$ cat src/rtl/uart_pkg.sv
// Shared types and sample-point arithmetic for the 8N1 UART receiver.
package uart_pkg;

    localparam int UART_DATA_BITS = 8;
    localparam int UART_STOP_IDX  = UART_DATA_BITS + 1;
    localparam int UART_BIT_IDX_W = $clog2(UART_DATA_BITS);

    typedef enum logic [1:0] {IDLE, START, DATA, STOP} rx_state_e;

    // Counter value (cycles since the start edge) at the centre of bit n,
    // where n=0 is the start bit and n=UART_STOP_IDX is the stop bit.
    function automatic logic [31:0] sample_pt(input logic [31:0] n, input logic [31:0] half);
        return (32'd2 * n + 32'd1) * half - 32'd1;
    endfunction

endpackage

$ cat src/rtl/uart_rx_sync.sv
// Two-flop synchroniser for the rxd pin, preset to the idle-high level,
// plus one edge-detect flop producing a falling-edge strobe.
module uart_rx_sync (
    input  logic clk,
    input  logic rst,
    input  logic rxd,
    output logic sync,
    output logic fall
);

    logic meta_q, meta_d;
    logic sync_q, sync_d;
    logic prev_q, prev_d;

    always_comb begin
        meta_d = rxd;
        sync_d = meta_q;
        prev_d = sync_q;
    end

    always_ff @(posedge clk or posedge rst) begin
        if (rst) begin
            meta_q <= 1'b1;
            sync_q <= 1'b1;
            prev_q <= 1'b1;
        end else begin
            meta_q <= meta_d;
            sync_q <= sync_d;
            prev_q <= prev_d;
        end
    end

    assign sync = sync_q;
    assign fall = ~sync_q & prev_q;

endmodule

$ cat src/rtl/uart_rx.sv
// 8N1 UART receiver: centre-samples each bit, pulses rx_ready on a good byte
// and ferr on a low stop bit. UART_RX_MAJORITY_EN enables 2-of-3 sampling.
module uart_rx
    import uart_pkg::*;
#(
    parameter int CLK_PER_HALF_BIT = 5208
) (
    input  logic       clk,
    input  logic       rst,
    input  logic       rxd,
    output logic [7:0] rdata,
    output logic       rx_ready,
    output logic       ferr,
    output logic       rx_busy
);

    logic sync, fall, samp;

    uart_rx_sync u_sync (
        .clk  (clk),
        .rst  (rst),
        .rxd  (rxd),
        .sync (sync),
        .fall (fall)
    );

`ifdef UART_RX_MAJORITY_EN
    // hist_q[1] holds the line at P-1, hist_q[0] at P; the decision is made at P+1.
    localparam logic [31:0] DECIDE_DLY = 32'd1;
    logic [1:0] hist_q, hist_d;

    always_comb hist_d = {hist_q[0], sync};

    always_ff @(posedge clk or posedge rst) begin
        if (rst) hist_q <= 2'b11;
        else     hist_q <= hist_d;
    end

    assign samp = (hist_q[1] & hist_q[0]) | (hist_q[1] & sync) | (hist_q[0] & sync);
`else
    localparam logic [31:0] DECIDE_DLY = 32'd0;
    assign samp = sync;
`endif

    rx_state_e                 state_q, state_d;
    logic [31:0]               cnt_q, cnt_d;
    logic [UART_BIT_IDX_W-1:0] bit_q, bit_d;
    logic [7:0]                buf_q, buf_d;
    logic [7:0]                rdata_q, rdata_d;
    logic                      rdy_q, rdy_d;
    logic                      ferr_q, ferr_d;
    logic [31:0]               n_sel;
    logic [31:0]               target;
    logic                      hit;

    always_comb begin
        case (state_q)
            START:   n_sel = 32'd0;
            DATA:    n_sel = 32'(bit_q) + 32'd1;
            default: n_sel = 32'(UART_STOP_IDX);
        endcase
        target = sample_pt(n_sel, 32'(CLK_PER_HALF_BIT)) + DECIDE_DLY;
        hit    = (cnt_q == target);
    end

    always_comb begin
        state_d = state_q;
        cnt_d   = cnt_q + 32'd1;
        bit_d   = bit_q;
        buf_d   = buf_q;
        rdata_d = rdata_q;
        rdy_d   = 1'b0;
        ferr_d  = 1'b0;
        case (state_q)
            IDLE: begin
                // Counter reads "cycles since the start edge", so it is 1 the cycle after.
                cnt_d = fall ? 32'd1 : 32'd0;
                if (fall) state_d = START;
            end
            START: begin
                if (hit) begin
                    bit_d   = '0;
                    state_d = samp ? IDLE : DATA;
                end
            end
            DATA: begin
                if (hit) begin
                    buf_d = {samp, buf_q[7:1]};
                    bit_d = bit_q + 1'b1;
                    if (bit_q == UART_BIT_IDX_W'(UART_DATA_BITS - 1)) state_d = STOP;
                end
            end
            STOP: begin
                if (hit) begin
                    if (samp) begin
                        rdata_d = buf_q;
                        rdy_d   = 1'b1;
                    end else begin
                        ferr_d  = 1'b1;
                    end
                    state_d = IDLE;
                end
            end
            default: state_d = IDLE;
        endcase
    end

    always_ff @(posedge clk or posedge rst) begin
        if (rst) begin
            state_q <= IDLE;
            cnt_q   <= '0;
            bit_q   <= '0;
            buf_q   <= '0;
            rdata_q <= '0;
            rdy_q   <= 1'b0;
            ferr_q  <= 1'b0;
        end else begin
            state_q <= state_d;
            cnt_q   <= cnt_d;
            bit_q   <= bit_d;
            buf_q   <= buf_d;
            rdata_q <= rdata_d;
            rdy_q   <= rdy_d;
            ferr_q  <= ferr_d;
        end
    end

    assign rdata    = rdata_q;
    assign rx_ready = rdy_q;
    assign ferr     = ferr_q;
    assign rx_busy  = (state_q != IDLE);

endmodule

$ cat config.mk
export PLATFORM = sky130hd
export DESIGN_NAME = uart_rx
export DESIGN_NICKNAME = d
export VERILOG_FILES = /design/src/rtl/uart_pkg.sv /design/src/rtl/uart_rx_sync.sv /design/src/rtl/uart_rx.sv
export SDC_FILE = /design/constraint.sdc
export NUM_CORES = 1
export LEC_CHECK = 0
export CAP_MARGIN = 20
export CELL_PAD_IN_SITES_DETAIL_PLACEMENT = 1
export CELL_PAD_IN_SITES_GLOBAL_PLACEMENT = 1
export CORE_MARGIN = 5
export CORE_UTILIZATION = 46
export CTS_BUF_LIST = sky130_fd_sc_hd__clkbuf_4
export CTS_CLUSTER_DIAMETER = 150
export CTS_CLUSTER_SIZE = 14
export DETAILED_ROUTE_END_ITERATION = 8
export PLACE_DENSITY = 0.89
export SLEW_MARGIN = 30
export SYNTH_ARGS = -nofsm -noshare
export SYNTH_HDL_FRONTEND = slang
export SYNTH_SLANG_ARGS = --single-unit
$ cat constraint.sdc
create_clock -name clk -period 9.66 [get_ports clk]
set_input_delay 1.449 -clock clk [delete_from_list [all_inputs] [get_ports clk]]
set_output_delay 1.449 -clock clk [all_outputs]
set_load 0.01 [all_outputs]
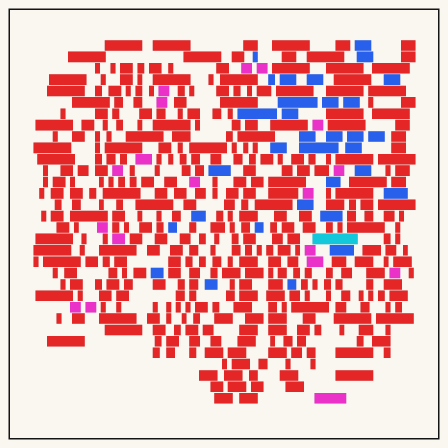
(images/sizing.png)
- x6 and larger: cyan (cells 1; share 0.23%; most used bufinv_16)
- x3 and x4: magenta (cells 18; share 4.2%; most used clkbuf_4)
- x1 and smaller: red (cells 378; share 88%; most used dfrtp_1)
- x2: blue (cells 32; share 7.5%; most used mux2_2)

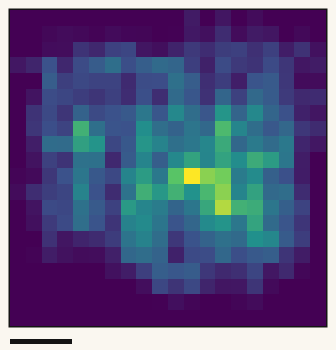
(images/route_heat.png)
Bar = 20 µm. 20 x 20 tiles, from dark purple (low) to yellow (high), scaled to the fullest tile. Values are wire area over tile area, all layers added.
- densest ninth of the die: centre
- fullest tile: 0.81
- nearly empty tiles: 27%

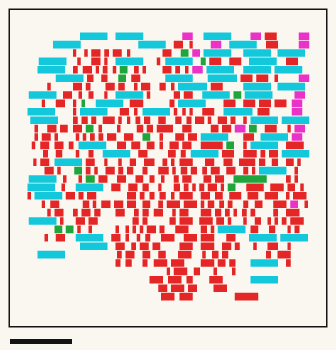
(images/class_map.png)
Bar = 20 µm.
- remaining logic cells: red (cells 340; share of their area 58%)
- remaining buffers and delay cells: magenta (cells 15; share of their area 3.5%)
- clock drivers and dummy loads: green (cells 16; share of their area 3.3%)
- registers: cyan (cells 58; share of their area 35%)

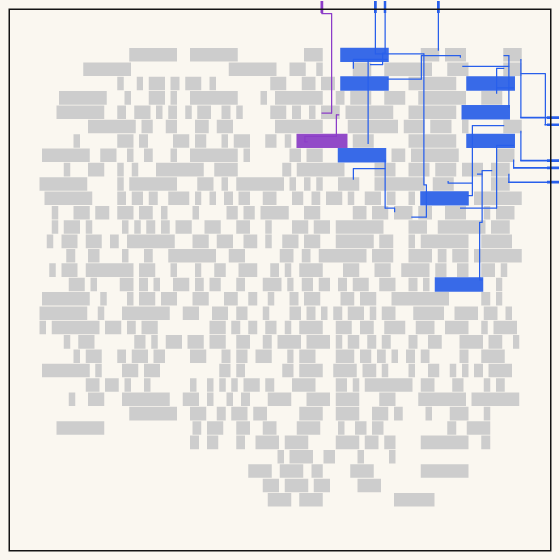
(images/port_trees.png)
- rdata: blue (bits 8; direction output; edge 5 east, 3 north; end cells 8; wire 292 µm)
- rxd: purple (bits 1; direction input; edge north; end cells 1; wire 35.0 µm)

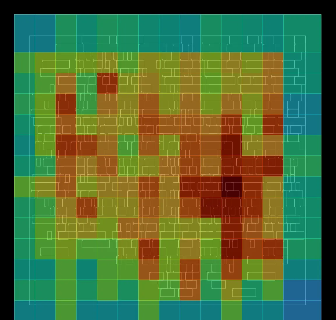
(images/congestion_map.png)
met3 demand-to-capacity share in global routing: 4.16%
met1 usage in global routing: 25.6%
global routing usage summed across all routing layers: 21.6%
Finished Core Util: 51.9%

==> reports/results.ini <==
[logic_synthesis]
edf_count = 0
synth_chip_area_mm2 = 0.00392
ff_type = dfrtp_1
synth.cellmix.compoundShare_pct = 11.3
adder_cell_share_of_the_synthesized_area_pct = 10.7
post_synth_main_logic_family = simple AND/OR/NAND/NOR gates
mux_area_share_pct = 5.11
async_reset_ff_share_pct = 100
syn_avg_cell_area_um2 = 9.59
ys.warnings.count = 0
mappedNetlistArea_mm2 = 0.00392
netlist_instances = 409
synth_flops = 58

[critical_path]
regToRegSetupSlack_ns = 4.01
timing.critical_path.mode_cell = ha_1
critical-path-slowest-cell = o311ai_2
regToRegEndpoint = state_q[0]$_DFFE_PP0P_
path_depth = 20
startpoint_of_the_most_critical_register_to_register_path = state_q[0]$_DFFE_PP0P_
timing.setup.critical_path_class = register to register
worst-path-buf-inv = 3
crit_path_max_fanout = 9
cp_data_arrival_time_ns = 5.97
cp_slowest_stage_delay_ns = 0.62
setup.worst_path.end = state_q[0]$_DFFE_PP0P_
cp.required_ns = 9.98
critPathLaunchType = register
timing.critical_path.to_type = register
worstSetupStartpoint = state_q[0]$_DFFE_PP0P_
reg2regPathDepth = 20

[cts]
cts_setup_buffers = 0
clock_sinks = 58
cts_buffers = 9
cts_max_path_buffers = 2
hold_buffers = 0
ctsHtreeMaxLevel = 3
cts_resized = 0
cts-root-buf = clkbuf_4
clk_pin_slew_worst_paths_ns = 0.11

[finish]
fillers = 955
syn_to_final_growth_pct = 9.32
inverters = 16
biggestCellCategory = logic gates
post_layout_nonfiller_instances = 534
combAreaFraction_pct = 55.0
numSequentialCells = 58
final_cell_mix = 55 x dfrtp_1, 46 x nor2_1, 32 x ha_1
final_design_area_no_fill_mm2 = 0.00429
final_net_count = 460
layout_top_cell_excl_fill_tap = dfrtp_1
seqAreaFraction_pct = 33.9
final-nonclk-buf-share_pct = 3.39
nMultiInputCombCells = 324
final-clk-cell-share_pct = 3.21
diodes = 0
flop_area_mm2 = 0.00146
layout-drive-gt1-share_pct = 11.9
number_of_flip_flops_in_the_largest_register = 32
clock_buffers = 9
area.combinational_mm2 = 0.00236

[run_status]
result_of_the_run = complete, no violations

[power_and_ir_drop]
max-vdd-ir-drop_uv = 105
power.share.combinational_pct = 58.4
power.switching_fraction_pct = 48.2
clock_power_share_pct = 16.4
power_density_mw_per_mm2 = 251
power.share.sequential_pct = 25.2
sequentialPower_uw = 272
netSwitchingPower_uw = 518
leakage_nw = 1.94
pg_comb_uw = 628
cellInternalPower_uw = 558
dominant_power_group = combinational cells
power_mw = 1.08

[sta]
postLayoutSetupSlackWorst_ns = 4.01
setup_tns_ns = 0
slew_viol_final = 0
clock-skew-final_ns = 0.0161
final.period_utilization_pct = 58.5
grt_setup_unrepaired = false
slew-limit-headroom_pct = 50.9
fin_hold_ws_ns = 0.362
setup_violations = 0

[drt]
via_per_inst = 6.00
routed_wire_length_um = 10400
initialDrtViolationCount = 223
detailroute.wirelength.met3_um = 414
routed-via-count = 3202
met2RoutedLength_um = 5230
detail_route.wirelength.met1_um = 4340
maxUsedRoutingLayer = met4
route.antenna.remaining_nets = 0
drt_drc_violations_left = 0

[run]
drv.max_cap_violation_count = 0
log_warnings = 32

[floorplan]
num_ports = 14
fp.dieW_um = 102
tapcell.inserted = 105
floorplan.die_area_mm2 = 0.0105
chipHeight_um = 102
fp.coreArea_mm2 = 0.00826

[grt]
grt-busiest-layer = met2
grtUsageMet2_pct = 37.5
antenna_found_initial = 0
via_count_of_the_first_global_routing_pass = 3449
grt_pass1_wl_um = 17300
largest_net_degree_at_the_start_of_global_routing = 59

[hold_path]
hold-path-cell-count = 0
worst_hold_path_startpoint = u_sync.meta_q$_DFF_PP1_
min-delay-path-class = register to register

[placement]
numPlacedInstances = 518
dpl_worst_slack_ns = 4.11
finalWeightedCongestion = 1.02
place.port_buffers = 13
hpwl_um = 7760

## cells in the mapped netlist (4+ instances only)
master | instances | share of area [%]
clkbuf_1 | 10 | 0.96
nand2_1 | 31 | 3.0
nor2_1 | 46 | 4.4
a21oi_1 | 9 | 1.1
inv_1 | 16 | 1.5
dfrtp_1 | 55 | 35
o21ai_0 | 11 | 1.4
nor4_1 | 4 | 0.64
nor3_1 | 13 | 1.7
mux2_2 | 16 | 4.6
xnor2_1 | 23 | 5.1
a31oi_1 | 4 | 0.64
and4_1 | 4 | 0.89
and3_1 | 10 | 1.6
nand3_1 | 22 | 2.8
xor2_1 | 31 | 6.9
nand4_1 | 5 | 0.80
ha_1 | 32 | 10
